**Metal 1**

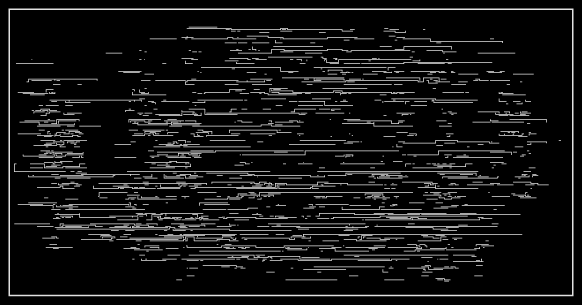
**Met2 routing**

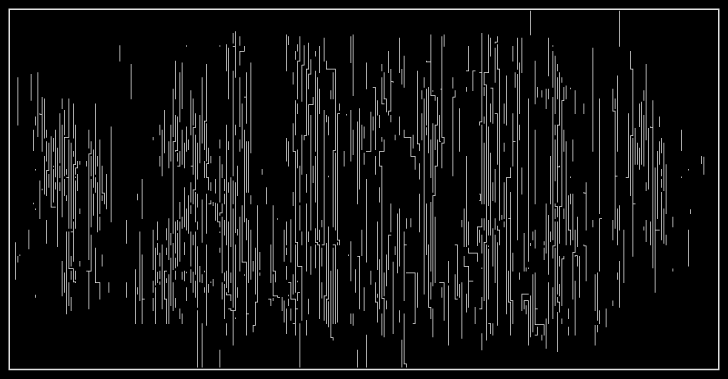
**Met3 routing**

Bar = 50 µm.
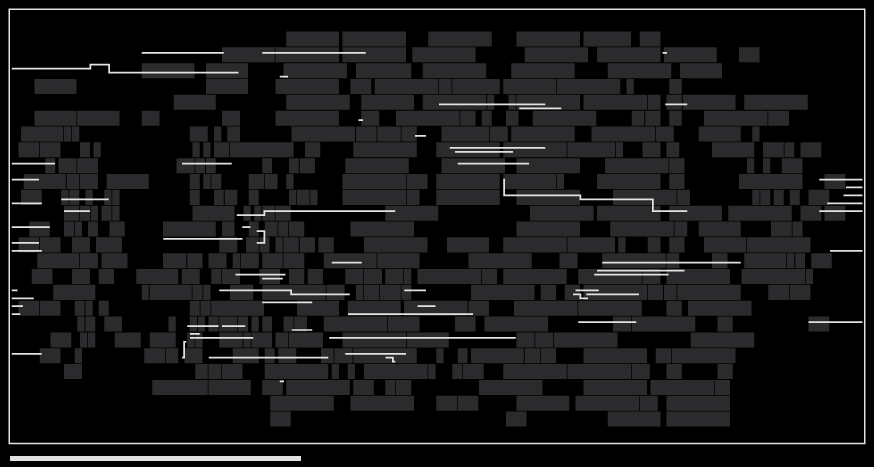
**Sequential cells coloured by netlist name**

Bar = 50 µm. Other sequential cells in the stronger grey, the rest of the logic in the fainter grey.
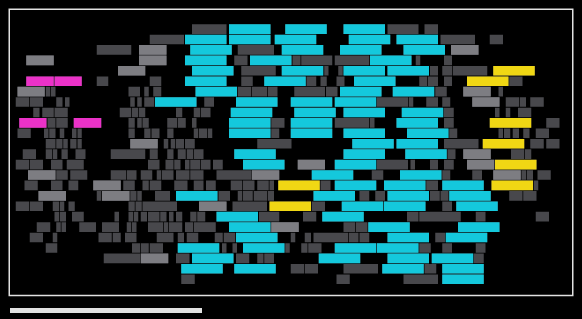
**Track usage over the die**

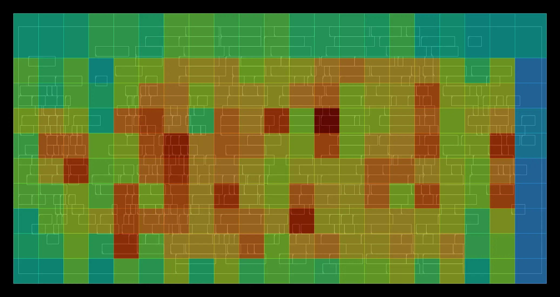
--- config.mk ---
export PLATFORM = sky130hd
export DESIGN_NAME = param_bypass_fifo
export DESIGN_NICKNAME = d
export VERILOG_FILES = /design/src/rtl/param_bypass_fifo.sv
export SDC_FILE = /design/constraint.sdc
export NUM_CORES = 1
export LEC_CHECK = 0
export CORE_ASPECT_RATIO = 0.5
export CORE_UTILIZATION = 45
export CTS_CLUSTER_DIAMETER = 80
export CTS_CLUSTER_SIZE = 25
export DETAILED_ROUTE_END_ITERATION = 8
export PLACE_DENSITY = 0.64
export SYNTH_ARGS = -nofsm -noshare
export SYNTH_HDL_FRONTEND = slang
export SYNTH_SLANG_ARGS = --single-unit
export TNS_END_PERCENT = 50
--- constraint.sdc ---
create_clock -name clock_port -period 7.55 [get_ports clock_port]
set_input_delay 1.51 -clock clock_port [delete_from_list [all_inputs] [get_ports clock_port]]
set_output_delay 1.51 -clock clock_port [all_outputs]
set_load 0.005 [all_outputs]
--- src/rtl/param_bypass_fifo.sv ---
`default_nettype none
// ============================================================================
// Module      : param_bypass_fifo
// Description : Parameterised synchronous FIFO with optional zero-latency
//               bypass, registered-address storage and write-to-read forwarding.
// Revision    : 1.0 - initial release
// ============================================================================
module param_bypass_fifo #(
    parameter int DATA_WIDTH = 8,
    parameter int DEPTH      = 10,
    parameter int BYPASS     = 1,
    parameter int AF_THR     = DEPTH - 2,
    parameter int AE_THR     = 1
) (
    input  logic                         clock_port,
    input  logic                         reset_port,
    input  logic                         clear,
    input  logic [DATA_WIDTH-1:0]        input_port_data,
    input  logic                         input_port_valid,
    output logic                         input_port_ready,
    output logic [DATA_WIDTH-1:0]        output_port_data,
    output logic                         output_port_valid,
    input  logic                         output_port_ready,
    output logic [$clog2(DEPTH+1)-1:0]   level,
    output logic                         almost_full,
    output logic                         almost_empty
);

    localparam int LW = $clog2(DEPTH + 1);
    localparam int PW = $clog2(DEPTH);

    localparam logic [LW-1:0] c_depth     = LW'(DEPTH);
    localparam logic [LW-1:0] c_af_thr    = LW'(AF_THR);
    localparam logic [LW-1:0] c_ae_thr    = LW'(AE_THR);
    localparam logic [PW-1:0] c_last_ptr  = PW'(DEPTH - 1);
    localparam bit            c_bypass_en = (BYPASS != 0);

    logic [DATA_WIDTH-1:0] r_mem [0:DEPTH-1];
    logic [DATA_WIDTH-1:0] r_rd_data;
    logic [DATA_WIDTH-1:0] r_fwd_data;
    logic                  r_fwd;
    logic [PW-1:0]         r_push_ptr;
    logic [PW-1:0]         r_pop_ptr;
    logic [LW-1:0]         r_level;
    logic                  r_empty;
    logic                  r_full;
    logic                  r_af;
    logic                  r_ae;

    logic                  w_bypass;
    logic                  w_push;
    logic                  w_pop;
    logic [PW-1:0]         w_push_ptr_nxt;
    logic [PW-1:0]         w_pop_ptr_nxt;
    logic [LW-1:0]         w_level_nxt;
    logic [DATA_WIDTH-1:0] w_head;

    assign input_port_ready = ~r_full & ~clear;
    assign w_bypass = c_bypass_en & r_empty & input_port_valid & output_port_ready
                    & ~clear & ~r_full;
    assign w_push   = input_port_valid & input_port_ready & ~w_bypass;
    assign w_pop    = ~r_empty & output_port_ready & ~clear;

    always_comb begin
        w_push_ptr_nxt = r_push_ptr;
        w_pop_ptr_nxt  = r_pop_ptr;
        if (!reset_port || clear) begin
            w_push_ptr_nxt = '0;
            w_pop_ptr_nxt  = '0;
        end else begin
            if (w_push)
                w_push_ptr_nxt = (r_push_ptr == c_last_ptr) ? '0 : r_push_ptr + PW'(1);
            if (w_pop)
                w_pop_ptr_nxt = (r_pop_ptr == c_last_ptr) ? '0 : r_pop_ptr + PW'(1);
        end
    end

    always_comb begin
        w_level_nxt = r_level;
        if (w_push && !w_pop)
            w_level_nxt = r_level + LW'(1);
        else if (!w_push && w_pop)
            w_level_nxt = r_level - LW'(1);
    end

    always_ff @(posedge clock_port) begin
        if (!reset_port || clear) begin
            r_push_ptr <= '0;
            r_pop_ptr  <= '0;
            r_level    <= '0;
            r_empty    <= 1'b1;
            r_full     <= 1'b0;
            r_af       <= 1'b0;
            r_ae       <= 1'b1;
            r_fwd      <= 1'b0;
        end else begin
            r_push_ptr <= w_push_ptr_nxt;
            r_pop_ptr  <= w_pop_ptr_nxt;
            r_level    <= w_level_nxt;
            r_empty    <= (w_level_nxt == '0);
            r_full     <= (w_level_nxt == c_depth);
            r_af       <= (w_level_nxt >= c_af_thr);
            r_ae       <= (w_level_nxt <= c_ae_thr);
            // Storage reads old data on a same-address write, so remember the new word.
            r_fwd      <= w_push && (r_push_ptr == w_pop_ptr_nxt);
        end
    end

    always_ff @(posedge clock_port) begin
        if (w_push) begin
            r_mem[r_push_ptr] <= input_port_data;
            r_fwd_data        <= input_port_data;
        end
        r_rd_data <= r_mem[w_pop_ptr_nxt];
    end

    assign w_head            = r_fwd ? r_fwd_data : r_rd_data;
    assign output_port_data  = w_bypass ? input_port_data : w_head;
    assign output_port_valid = (~r_empty | w_bypass) & ~clear;
    assign level             = r_level;
    assign almost_full       = r_af;
    assign almost_empty      = r_ae;

endmodule
`default_nettype wire

==> impl_results.html <==
<!-- implementation run metrics -->
<table>
<tr><th>Metric</th><th>Value</th></tr>
<tr><th colspan="2">Setup path</th></tr>
<tr><td>Register-to-register setup slack</td><td>4.77 ns</td></tr>
<tr><td>Worst-path maximum fanout</td><td>17</td></tr>
<tr><td>Capture point of the critical path</td><td>output_port_data[0]</td></tr>
<tr><td>Critical path data arrival time</td><td>4.28 ns</td></tr>
<tr><td>Critical setup path kind</td><td>in -&gt; out</td></tr>
<tr><td>Depth of the most critical reg-to-reg path</td><td>8</td></tr>
<tr><td>Worst Setup SP</td><td>clear</td></tr>
<tr><th colspan="2">Yosys</th></tr>
<tr><td>Top cell area share</td><td>56.1%</td></tr>
<tr><td>Fraction of the mapped netlist area in compound gates</td><td>11.1%</td></tr>
<tr><td>Synthesized instance count</td><td>340</td></tr>
<tr><td>Area fraction in full adders, half adders and majority gates</td><td>1.06%</td></tr>
<tr><td>Synth Seq Share</td><td>66.7%</td></tr>
<tr><td>Post-synth tally of flip-flops with integrated enable</td><td>88</td></tr>
<tr><td>Parity-gate share of the synthesized area counting xor and xnor cells</td><td>2.05%</td></tr>
<tr><td>Area of the mapped netlist</td><td>0.00471 mm²</td></tr>
<tr><td>Simple-Gate Area Share</td><td>9.83%</td></tr>
<tr><td>Yosys cell types</td><td>52</td></tr>
<tr><td>Most used flip-flop cell after synthesis</td><td>edfxtp_1</td></tr>
<tr><td>Number of cell instances after yosys synthesis</td><td>340</td></tr>
<tr><th colspan="2">STA</th></tr>
<tr><td>Pins Over Slew Limit</td><td>0</td></tr>
<tr><td>Transition time at the pin with the least slew margin</td><td>1.21 ns</td></tr>
<tr><td>Tmin final</td><td>5.79 ns</td></tr>
<tr><th colspan="2">Floorplanning</th></tr>
<tr><td>Core region area</td><td>0.00979 mm²</td></tr>
<tr><td>Die Wd</td><td>147 µm</td></tr>
<tr><td>Vertical die dimension</td><td>74.3 µm</td></tr>
<tr><td>Row Count</td><td>25</td></tr>
<tr><td>Floorplan die area</td><td>0.0109 mm²</td></tr>
<tr><th colspan="2">CTS</th></tr>
<tr><td>Clock buffer count from CTS</td><td>17</td></tr>
<tr><td>Late-Pin Clk Latency</td><td>0.41 ns</td></tr>
<tr><td>Count of hold-fix buffers inserted at cts</td><td>0</td></tr>
<tr><td>TritonCTS clock tree</td><td>done</td></tr>
<tr><td>Post-CTS clock slew at the launch and capture registers of the worst setup and hold paths</td><td>0.06 ns</td></tr>
<tr><td>Cell chosen for the clock root</td><td>clkbuf_16</td></tr>
<tr><td>Cts repair resizes</td><td>0</td></tr>
<tr><th colspan="2">Finish</th></tr>
<tr><td>Antenna Diode Count</td><td>0</td></tr>
<tr><td>Fraction of final layout cells sized beyond drive strength 1</td><td>13.8%</td></tr>
<tr><td>Final instance area</td><td>0.00570 mm²</td></tr>
<tr><th colspan="2">GRT</th></tr>
<tr><td>Pin count of the biggest net entering global routing</td><td>27</td></tr>
<tr><td>Wire length of the first global-routing pass</td><td>15400 µm</td></tr>
<tr><td>Grt total ovfl</td><td>0</td></tr>
<tr><td>Overall routing resource usage</td><td>20.1%</td></tr>
<tr><th colspan="2">Route</th></tr>
<tr><td>Drt first-iter violations</td><td>279</td></tr>
<tr><td>Antenna Violating Nets Remaining</td><td>0</td></tr>
<tr><td>Avg Vias per Cell</td><td>5.66</td></tr>
<tr><td>Average routed wire per standard cell</td><td>19.1 µm</td></tr>
<tr><td>Drc violations</td><td>0</td></tr>
<tr><th colspan="2">Outcome</th></tr>
<tr><td>Outcome</td><td>completed</td></tr>
<tr><th colspan="2">Flow run</th></tr>
<tr><td>Number of max-cap violations</td><td>0</td></tr>
<tr><th colspan="2">Place</th></tr>
<tr><td>DP Area</td><td>0.00512 mm²</td></tr>
<tr><td>Final HPWL from detailed placement</td><td>6590 µm</td></tr>
<tr><th colspan="2">Power</th></tr>
<tr><td>PwrDens</td><td>262 mW/mm²</td></tr>
<tr><td>Cell-internal power</td><td>1.16 mW</td></tr>
</table>
Back to the opening pictures, 'metal 1':
nets with wire on the layer: 371
wire length on this layer: 4570 µm
main direction: horizontal
longest straight run: 57.0 µm
share of all routed wire: 46%

Back to the opening pictures, 'met2 routing':
wire length on this layer: 4740 µm
main direction: vertical
longest straight run: 40.5 µm
nets with wire on the layer: 344
share of all routed wire: 47%

Back to the opening pictures, 'met3 routing':
main direction: horizontal
wire length on this layer: 570 µm
longest straight run: 31.7 µm

Back to the opening pictures, 'sequential cells coloured by netlist name':
| signal | colour | sequential cells |
|---|---|---|
| `r_fwd_data` | yellow | 8 |
| `level` | magenta | 4 |
| `r_mem` | cyan | 80 |
not coloured: 21

Back to the opening pictures, 'track usage over the die':
GR met3 Demand/Resource: 6.44%
grt met2 use: 33.5%

## power by group through the flow
stage	registers [mW]	logic (mW)	clock network (mW)
after floorplan	0.691	0.0256	0
after detailed placement	0.693	0.0537	0
final	0.680	0.0537	0.760
after CTS	0.680	0.0541	0.774
after global placement	0.693	0.0522	0
after global routing	0.681	0.0584	0.801
## worst min-delay path by stage
| stage | startpoint | to | cells after the start |
|---|---|---|---|
| global placement | level[0] | r_full | 2 |
| finish | level[0] | r_full | 2 |
| detailed placement | level[0] | r_full | 2 |
| global route | level[0] | r_full | 2 |
| CTS | level[0] | r_full | 2 |
| floorplan | r_mem[8][7] | r_rd_data[7] | 2 |
## registers in the layout, indices dropped and copies added (netlist names)
register,flops
r_mem,80
r_push_ptr,4
r_rd_data,8
r_full,1
level,4
r_fwd_data,8
almost_full,1
r_pop_ptr,4
r_empty,1
r_fwd,1
almost_empty,1
## cells in the mapped netlist (7+ instances only)
cell       n
edfxtp_1  88
dfxtp_1   25
nand2_1   24
nor2_1    18
mux2i_1   14
o21ai_0   13
nor3_1    12
nor2b_1   11
inv_1     10
a211oi_1   8
a21oi_1    8
a22oi_1    8
clkbuf_1   8
nand3_1    8
a21o_1     7
a221oi_1   7
a31oi_1    7
## layer usage
layer / track usage (%) / up-vias / routed length (µm)
li1: - / 1390 / -
met1: 24.5 / 1463 / 4570
met2: 33.5 / 108 / 4740
met3: 6.44 / 13 / 569
met4: 9.14 / 0 / 163
met5: 0 / - / 0
## stage by stage
stage | setup WS, ns | hold WS [ns] | utilization (%) | total power [mW] | std cells
finish | 1.76 | 0.543 | 58.2 | 1.49 | 525
global route | 1.57 | 0.574 | 58.2 | 1.54 | 525
CTS | 1.77 | 0.536 | 58.2 | 1.51 | 525
detailed placement | 1.79 | 0.518 | 52.3 | 0.747 | 493
global placement | 1.89 | 0.510 | 52.3 | 0.745 | 493
floorplan | 3.30 | 0.483 | - | 0.717 | 340
## cell type report
cell class	count	area, µm²	area share, %
flip-flops and latches	113	3140	55.1
multi-input cells	198	1430	25.1
clock buffers	17	425	7.46
repair buffers	36	340	5.97
well taps	135	169	2.96
clock inverters	15	151	2.66
inverters	11	41.3	0.724
## cell families after synthesis
logic type | count (synthesis)
AND-OR/OR-AND | 71
buffers and inverters | 29
AND/OR/NAND/NOR | 91
adder cells (fa/ha/maj) | 4
multiplexers | 21
flip-flops | 113
XOR/XNOR | 11
## critical path: stages
cell and delay, ns:
clkdlybuf4s50_1 0.55, or3b_2 0.50, nor2_1 0.91, nand2_1 0.13, o21ai_0 0.14, clkdlybuf4s50_1 0.54
Power is estimated from default activity; no workload was simulated.
